==> src/rtl/soc_pad_pkg.sv <==
// Shared definitions for SoC pad-side logic: edge-select encoding and synchroniser defaults.
package soc_pad_pkg;

  typedef enum logic [1:0] {
    EDGE_NONE = 2'b00,
    EDGE_RISE = 2'b01,
    EDGE_FALL = 2'b10,
    EDGE_BOTH = 2'b11
  } edge_sel_e;

  localparam int unsigned SYNC_STAGES_DEFAULT = 2;

  // True when a registered rise/fall pulse is one the selected edge mode cares about.
  function automatic logic edge_match(edge_sel_e sel, logic rise, logic fall);
    logic want_rise;
    logic want_fall;
    want_rise = (sel == EDGE_RISE) || (sel == EDGE_BOTH);
    want_fall = (sel == EDGE_FALL) || (sel == EDGE_BOTH);
    return (rise && want_rise) || (fall && want_fall);
  endfunction

endpackage

==> src/rtl/pad_sync.sv <==
// Multi-flop synchroniser for an asynchronous pad level; synchronous active-low reset.
module pad_sync #(
  parameter int unsigned STAGES = 2
) (
  input  logic clk,
  input  logic rst_n,
  input  logic d,
  output logic q
);

  logic [STAGES-1:0] chain;

  // Shift the raw level through the chain; bit 0 is the metastability-exposed stage.
  always_ff @(posedge clk) begin
    if (!rst_n) begin
      chain <= '0;
    end else begin
      chain <= {chain[STAGES-2:0], d};
    end
  end

  assign q = chain[STAGES-1];

endmodule

==> src/rtl/input_pad_conditioner.sv <==
// Input pad conditioner: synchronise, optionally debounce, then emit level, edge pulses and a
// sticky edge event. Build option INPUT_PAD_DEBOUNCE_EN enables the debounce counter; without
// it the accepted level follows the synchronised level one cycle later.
module input_pad_conditioner
  import soc_pad_pkg::*;
#(
  parameter int unsigned SYNC_STAGES = SYNC_STAGES_DEFAULT,
  parameter int unsigned DEBOUNCE_W  = 16
) (
  input  logic                  i_clk,
  input  logic                  i_rst_n,
  input  logic                  i_pad_in,
  input  logic [DEBOUNCE_W-1:0] i_db_limit,
  input  logic [1:0]            i_edge_sel,
  input  logic                  i_evt_clr,
  output logic                  o_level,
  output logic                  o_rise,
  output logic                  o_fall,
  output logic                  o_evt
);

  logic sync;
  logic update;

  pad_sync #(
    .STAGES(SYNC_STAGES)
  ) u_pad_sync (
    .clk  (i_clk),
    .rst_n(i_rst_n),
    .d    (i_pad_in),
    .q    (sync)
  );

`ifdef INPUT_PAD_DEBOUNCE_EN
  logic [DEBOUNCE_W-1:0] cnt;
  logic [DEBOUNCE_W-1:0] limit_m1;

  // A limit of 0 behaves as 1, so limit-1 never underflows.
  always_comb begin
    limit_m1 = '0;
    if (i_db_limit != '0) begin
      limit_m1 = i_db_limit - DEBOUNCE_W'(1);
    end
  end

  // Accept the new level once it has differed for limit consecutive cycles.
  always_comb begin
    update = (sync != o_level) && (cnt >= limit_m1);
  end

  // Count differing cycles; any agreeing cycle (glitch end) or an accept clears the count.
  always_ff @(posedge i_clk) begin
    if (!i_rst_n) begin
      cnt <= '0;
    end else if (update) begin
      cnt <= '0;
    end else if (sync != o_level) begin
      if (cnt != '1) begin
        cnt <= cnt + DEBOUNCE_W'(1);
      end
    end else begin
      cnt <= '0;
    end
  end
`else
  logic unused_db_limit;
  assign unused_db_limit = ^i_db_limit;

  // No debounce: every change of the synchronised level is accepted immediately.
  always_comb begin
    update = (sync != o_level);
  end
`endif

  // Registered level and single-cycle edge pulses, all produced by an accept.
  always_ff @(posedge i_clk) begin
    if (!i_rst_n) begin
      o_level <= 1'b0;
      o_rise  <= 1'b0;
      o_fall  <= 1'b0;
    end else begin
      if (update) begin
        o_level <= sync;
      end
      o_rise <= update && sync;
      o_fall <= update && !sync;
    end
  end

  // Sticky event: set by a selected pulse, cleared by software; set wins a collision.
  always_ff @(posedge i_clk) begin
    if (!i_rst_n) begin
      o_evt <= 1'b0;
    end else if (edge_match(edge_sel_e'(i_edge_sel), o_rise, o_fall)) begin
      o_evt <= 1'b1;
    end else if (i_evt_clr) begin
      o_evt <= 1'b0;
    end
  end

endmodule

==> config.mk <==
export PLATFORM = sky130hd
export DESIGN_NAME = input_pad_conditioner
export DESIGN_NICKNAME = d
export VERILOG_FILES = /design/src/rtl/soc_pad_pkg.sv /design/src/rtl/pad_sync.sv /design/src/rtl/input_pad_conditioner.sv
export SDC_FILE = /design/constraint.sdc
export NUM_CORES = 1
export LEC_CHECK = 0
export ABC_AREA = 1
export CAP_MARGIN = 20
export CORE_AREA = 2 2 39 41
export DETAILED_ROUTE_END_ITERATION = 10
export DIE_AREA = 0 0 41 43
export PLACE_DENSITY = 0.65
export SKIP_CTS_REPAIR_TIMING = 1
export SYNTH_ARGS = -nofsm -noshare
export SYNTH_HDL_FRONTEND = slang
export SYNTH_SLANG_ARGS = --single-unit
==> constraint.sdc <==
create_clock -name i_clk -period 1.3 [get_ports i_clk]
set_clock_uncertainty 0.1 [all_clocks]
set_input_delay 0.26 -clock i_clk [delete_from_list [all_inputs] [get_ports i_clk]]
set_output_delay 0.26 -clock i_clk [all_outputs]
set_load 0.02 [all_outputs]
==> run_1/layer_met3.png <==
Drawn at 8 px/um.
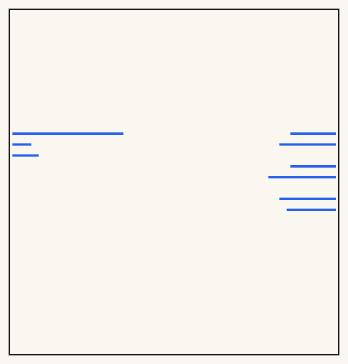
The layer holds 15% of the routed length. The longest straight run is 13.6 um. The layer carries 57.1 um of wire. The wires run mostly horizontal.

==> run_1/wires.png <==
Drawn at 8 px/um. Two of the layers only.
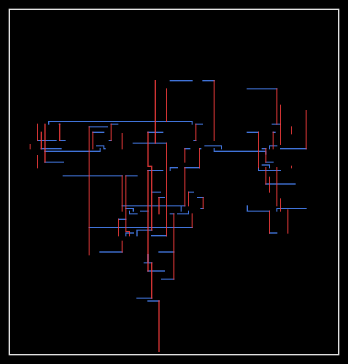
Key: metal 1 = blue [wire length 154 um]; metal 2 = red [wire length 183 um]

==> results.ini, run 1 <==
[worst_setup_path]
path_cells = dlymetal6s2s_1
critical_path_class = flip-flop to output port
cp_top_family = flip-flops
cp_num_buf_inv = 1
required_ns = 0.94
start_kind = flip-flop
slowest_delay_ns = 0.32
worst_ep_arrival_time_ns = 0.78
rr_startpoint = o_level$_SDFFE_PN0P_
slowest_stage = dfxtp_1

[clock_network]
clock_latency_ns = 0.24
cts-root-buf = clkbuf_4
cts_buffers = 3
path_clk_slew_ns = 0.05

[global_routing]
grt_util_met1_pct = 4.52
grtUsageMet3_pct = 3.14
grt_max_degree = 7
overflow = 0
grt_usage_pct = 5.33
grtUsageMet2_pct = 8.44
antenna_found_initial = 0
busiest_layer = met2

[placement]
place_congestion = 0.586
hpwl_um = 298
port_buffers = 9
place_inst = 56

[detailed_routing]
wire_per_inst_um = 6.66
drc_errors = 0
vias = 208
vias_per_cell = 3.53
wl_met2_um = 182

[synthesis]
aoi_share_pct = 0
ys_sh_mux_pct = 0
synth_area_per_cell_um2 = 7.59
synth-cells-yosys = 30
xor_area_share_pct = 0
yosys-stat-area_um2 = 228

[outcome]
status = finished, final reports clean

[power_and_ir_drop]
ir_worst_vdd_mv = 0.474
maxPowerGroup = registers
clock_power_share_pct = 36.8
combPwrFrac_pct = 19.1
pg_seq_uw = 203
power_uw = 462
p_comb_uw = 88.5
powerDensity_mw_per_mm2 = 1220
power_switching_uw = 113

[layout]
layout_top_cell = nand2_1
drive_gt1_share_pct = 9.30
utilization_pct = 27.3
stdcell_count = 59
most-common-layout-cells = nand2_1 (9), inv_1 (8), dfxtp_1 (6)
n_antenna_cell = 0

[worst_hold_path]
whs_path_depth = 2
min_from = u_pad_sync.chain[0]$_SDFF_PN0_
hold_path.class = flip-flop to flip-flop

[timing]
rsz0062_at_grt = false
slew_headroom_pct = 85.0
fin_crit_ns = 1.14

[die]
fp-utilization_pct = 16.5
io_pins = 26

[job]
warnings = 43
cap_violations = 0

==> run_1/placement.png <==
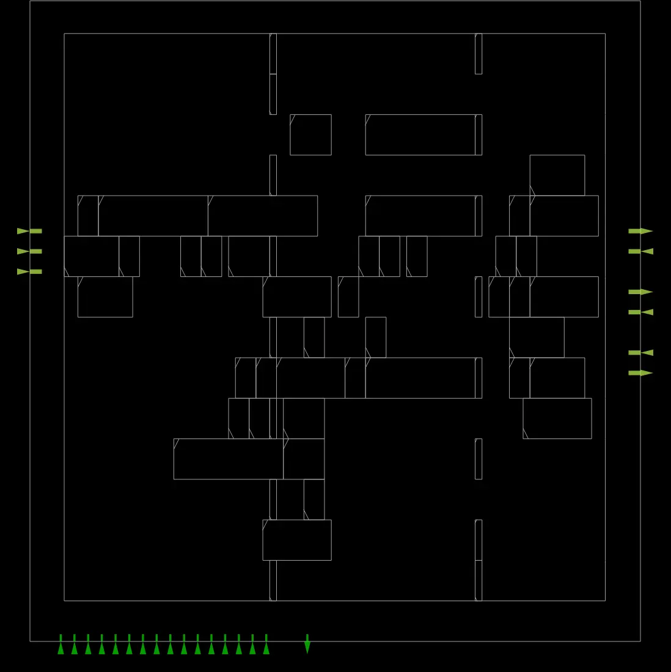
CORE AREA: 0.00138 mm2
flop share of the area: 31.8%

## run 1: metrics by stage
step	TNS (ns)	cell area [um2]	hold slack [ns]	worst slack, ns
after floorplan	0	228	0.253	0.139
after global routing	0	378	0.339	0.0710
after CTS	-0.935	368	0.314	-0.235
after detailed placement	0	345	0.303	0.0317
after global placement	0	345	0.292	0.0273
final	0	378	0.306	0.161
## run 1: cells in the mapped netlist, drive strengths merged
master / n / area (um2)
nand2: 9 / 33.8
ha: 2 / 25.0
nor2: 5 / 18.8
dfxtp: 6 / 120
inv: 8 / 30.0
## run 1: area by class of cell
class                   instances  area (um2)
fillers                       150        1010
flip-flops and latches          6         120
repair buffers                 10         108
multi-input cells              16        77.6
inverters                       8        30.0
clock buffers                   3        22.5
well taps                      16        20.0
## run 1: how the worst max path moves through the flow
| stage | startpoint | to | cells past startpoint |
|---|---|---|---|
| 2_1_floorplan | o_level$_SDFFE_PN0P_ | o_level$_SDFFE_PN0P_ | 4 |
| 3_3_place_gp | o_level$_SDFFE_PN0P_ | o_level | 1 |
| 3_5_place_dp | o_evt$_SDFFE_PN0P_ | o_evt | 1 |
| 5_1_grt | o_level$_SDFFE_PN0P_ | o_level$_SDFFE_PN0P_ | 6 |
| 6_report | o_level$_SDFFE_PN0P_ | o_level | 1 |
| 4_1_cts | o_level$_SDFFE_PN0P_ | o_level | 1 |
## run 1: flip-flops by register name, indices dropped and copies added (netlist names)
| signal | flops |
|---|---|
| u_pad_sync.chain | 2 |
| o_evt | 1 |
| o_fall | 1 |
| o_level | 1 |
| o_rise | 1 |
## run 1: cells by family after synthesis
| family | after synthesis |
|---|---|
| adders and majority gates | 2 |
| DFF | 6 |
| and+or+nand+nor | 14 |
| buffers and inverters | 8 |
==> run_1/placement_by_type.png <==
Drawn at 6 px/um.
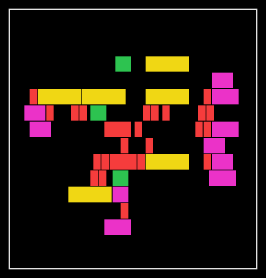

==> inputs of run 2 (changes only) <==
--- a/config.mk
+++ b/config.mk
@@ -7,10 +7,12 @@
 export LEC_CHECK = 0
 export ABC_AREA = 1
 export CAP_MARGIN = 20
-export CORE_AREA = 2 2 39 41
+export CELL_PAD_IN_SITES_DETAIL_PLACEMENT = 1
+export CELL_PAD_IN_SITES_GLOBAL_PLACEMENT = 2
+export CORE_MARGIN = 2
+export CORE_UTILIZATION = 11
 export DETAILED_ROUTE_END_ITERATION = 10
-export DIE_AREA = 0 0 41 43
-export PLACE_DENSITY = 0.65
+export PLACE_DENSITY = 0.84
 export SKIP_CTS_REPAIR_TIMING = 1
 export SYNTH_ARGS = -nofsm -noshare
 export SYNTH_HDL_FRONTEND = slang
==> run_2/placement_by_type.png <==
Drawn at 6 px/um.
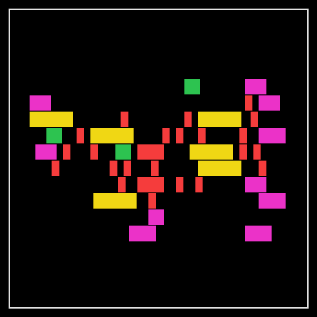
Key: remaining buffers and delay cells = magenta [cells 10, share of their area 30%]; combinational and other logic = red [cells 24, share of their area 30%]; clock drivers = green [cells 3, share of their area 6.3%]; sequential cells = yellow [cells 6, share of their area 34%]

==> results.ini, run 2 <==
[worst_hold_path]
hold_path.class = flip-flop to flip-flop

[synthesis]
synth-cells-yosys = 30  ; unchanged
top_cells_by_count = nand2_1 (9), inv_1 (8), dfxtp_1 (6)
yosys.area.top_type = dfxtp_1
aoi_share_pct = 0  ; unchanged
ys_sh_mux_pct = 0  ; unchanged
xor_area_share_pct = 0  ; unchanged
netlist.area_leader.share_pct = 52.7  ; unchanged
synth_area_per_cell_um2 = 7.59  ; unchanged
yosys-stat-area_um2 = 228  ; unchanged
edf_count = 0  ; unchanged
area_leaders = dfxtp_1 (53%), nand2_1 (15%), inv_1 (13%)
ys_types = 5
async_flop_share_pct = 0  ; unchanged
ys.flop_type = dfxtp_1
most_common_cell = nand2_1

[power_and_ir_drop]
p_comb_uw = 89.7  ; +1%
pg_seq_uw = 204  ; about the same
powerDensity_mw_per_mm2 = 1170  ; -4.0%
power_switching_uw = 110  ; -2.2%
ir_worst_vdd_mv = 0.570  ; +20%
clock_power_share_pct = 36.2  ; -0.6 points
combPwrFrac_pct = 19.5  ; +0.4 points

[worst_setup_path]
cp_top_family = flip-flops
crit_cells = 1  ; unchanged
slowest_stage = dfxtp_1
critical_path_class = flip-flop to output port
slowest_delay_ns = 0.32  ; about the same
rr_startpoint = o_level$_SDFFE_PN0P_
worst_ep_arrival_time_ns = 0.79  ; about the same
cp-endpoint = o_rise
r2r-end = o_level$_SDFFE_PN0P_
cp_num_buf_inv = 1  ; unchanged
path_cells = dlymetal6s2s_1

[global_routing]
antenna_found_initial = 0  ; unchanged
overflow = 0  ; unchanged
grt_usage_pct = 5.35  ; +0.027 points
grt_max_degree = 7  ; unchanged

[layout]
most-common-layout-cells = nand2_1 (9), inv_1 (8), dfxtp_1 (6)
comb_area_um2 = 77.6  ; unchanged
drive_gt1_share_pct = 9.30  ; unchanged
layout_top_cell = nand2_1
n_antenna_cell = 0  ; unchanged
largest_reg_flops = 2  ; unchanged
fillers = 253  ; +69%
regArea_um2 = 120  ; unchanged
top_register = u_pad_sync.chain

[clock_network]
clock_latency_ns = 0.24  ; about the same
path_clk_slew_ns = 0.04  ; about the same
cts_buffers = 3  ; unchanged

[die]
fp-utilization_pct = 11.6  ; -4.8 points
core-area_mm2 = 0.00196  ; +42%
io_pins = 26  ; unchanged

[outcome]
status = finished, final reports clean

[placement]
port_buffers = 9  ; unchanged
place_congestion = 0.637  ; +8.8%
hpwl_um = 369  ; +24%
post-place-ws_ns = 0.00837  ; -0.0234 ns

[detailed_routing]
vias_per_cell = 3.13  ; -11%
drc_errors = 0  ; unchanged
vias = 219  ; +5.3%
wl_met2_um = 221  ; +21%
wl_met1_um = 172
wire_per_inst_um = 6.61  ; -0.70%

[timing]
rsz0062_at_grt = false
final.setup.tns_ns = 0  ; unchanged
fin_crit_ns = 1.15  ; +0.0142 ns
layout_setup_ws_ns = 0.147  ; -0.0142 ns

[job]
cap_violations = 0  ; unchanged
warnings = 43  ; unchanged

run 2: how the worst min path moves through the flow:
stage / startpoint / to / slack (ns) / cells after the start
floorplan: i_rst_n / o_rise$_SDFF_PN0_ / 0.25 / 2
global placement: u_pad_sync.chain[0]$_SDFF_PN0_ / u_pad_sync.chain[1]$_SDFF_PN0_ / 0.29 / 2
detailed placement: u_pad_sync.chain[0]$_SDFF_PN0_ / u_pad_sync.chain[1]$_SDFF_PN0_ / 0.31 / 2
CTS: u_pad_sync.chain[0]$_SDFF_PN0_ / u_pad_sync.chain[1]$_SDFF_PN0_ / 0.32 / 2
global route: u_pad_sync.chain[0]$_SDFF_PN0_ / u_pad_sync.chain[1]$_SDFF_PN0_ / 0.36 / 2
finish: u_pad_sync.chain[0]$_SDFF_PN0_ / u_pad_sync.chain[1]$_SDFF_PN0_ / 0.31 / 2
run 2: area by class of cell:
type	instances	share of cell area, %
well taps	27	8.63
inverters	8	7.67
multi-input cells	16	19.8
flip-flops and latches	6	30.7
clock buffers	3	5.75
repair buffers	10	27.5
run 2: per-layer routing:
metal / global-route usage (%) / vias up
li1: - / 110
met1: 3.91 / 94
met2: 7.88 / 12
met3: 5.76 / 3
met4: 4.17 / 0
met5: 0 / -
run 2: through the flow:
| stage | util (%) | instances | hold WS (ns) | area (um2) | total power [mW] |
|---|---|---|---|---|---|
| CTS | 19.5 | 70 | 0.318 | 382 | 0.478 |
| detailed placement | 18.3 | 67 | 0.307 | 359 | 0.300 |
| floorplan | - | 30 | 0.253 | 228 | 0.249 |
| global route | 20.0 | 70 | 0.357 | 392 | 0.502 |
| finish | 20.0 | 70 | 0.315 | 392 | 0.460 |
| global placement | 18.3 | 67 | 0.294 | 359 | 0.297 |
Power figures rest on the tool's default switching activity, not on a simulated workload.
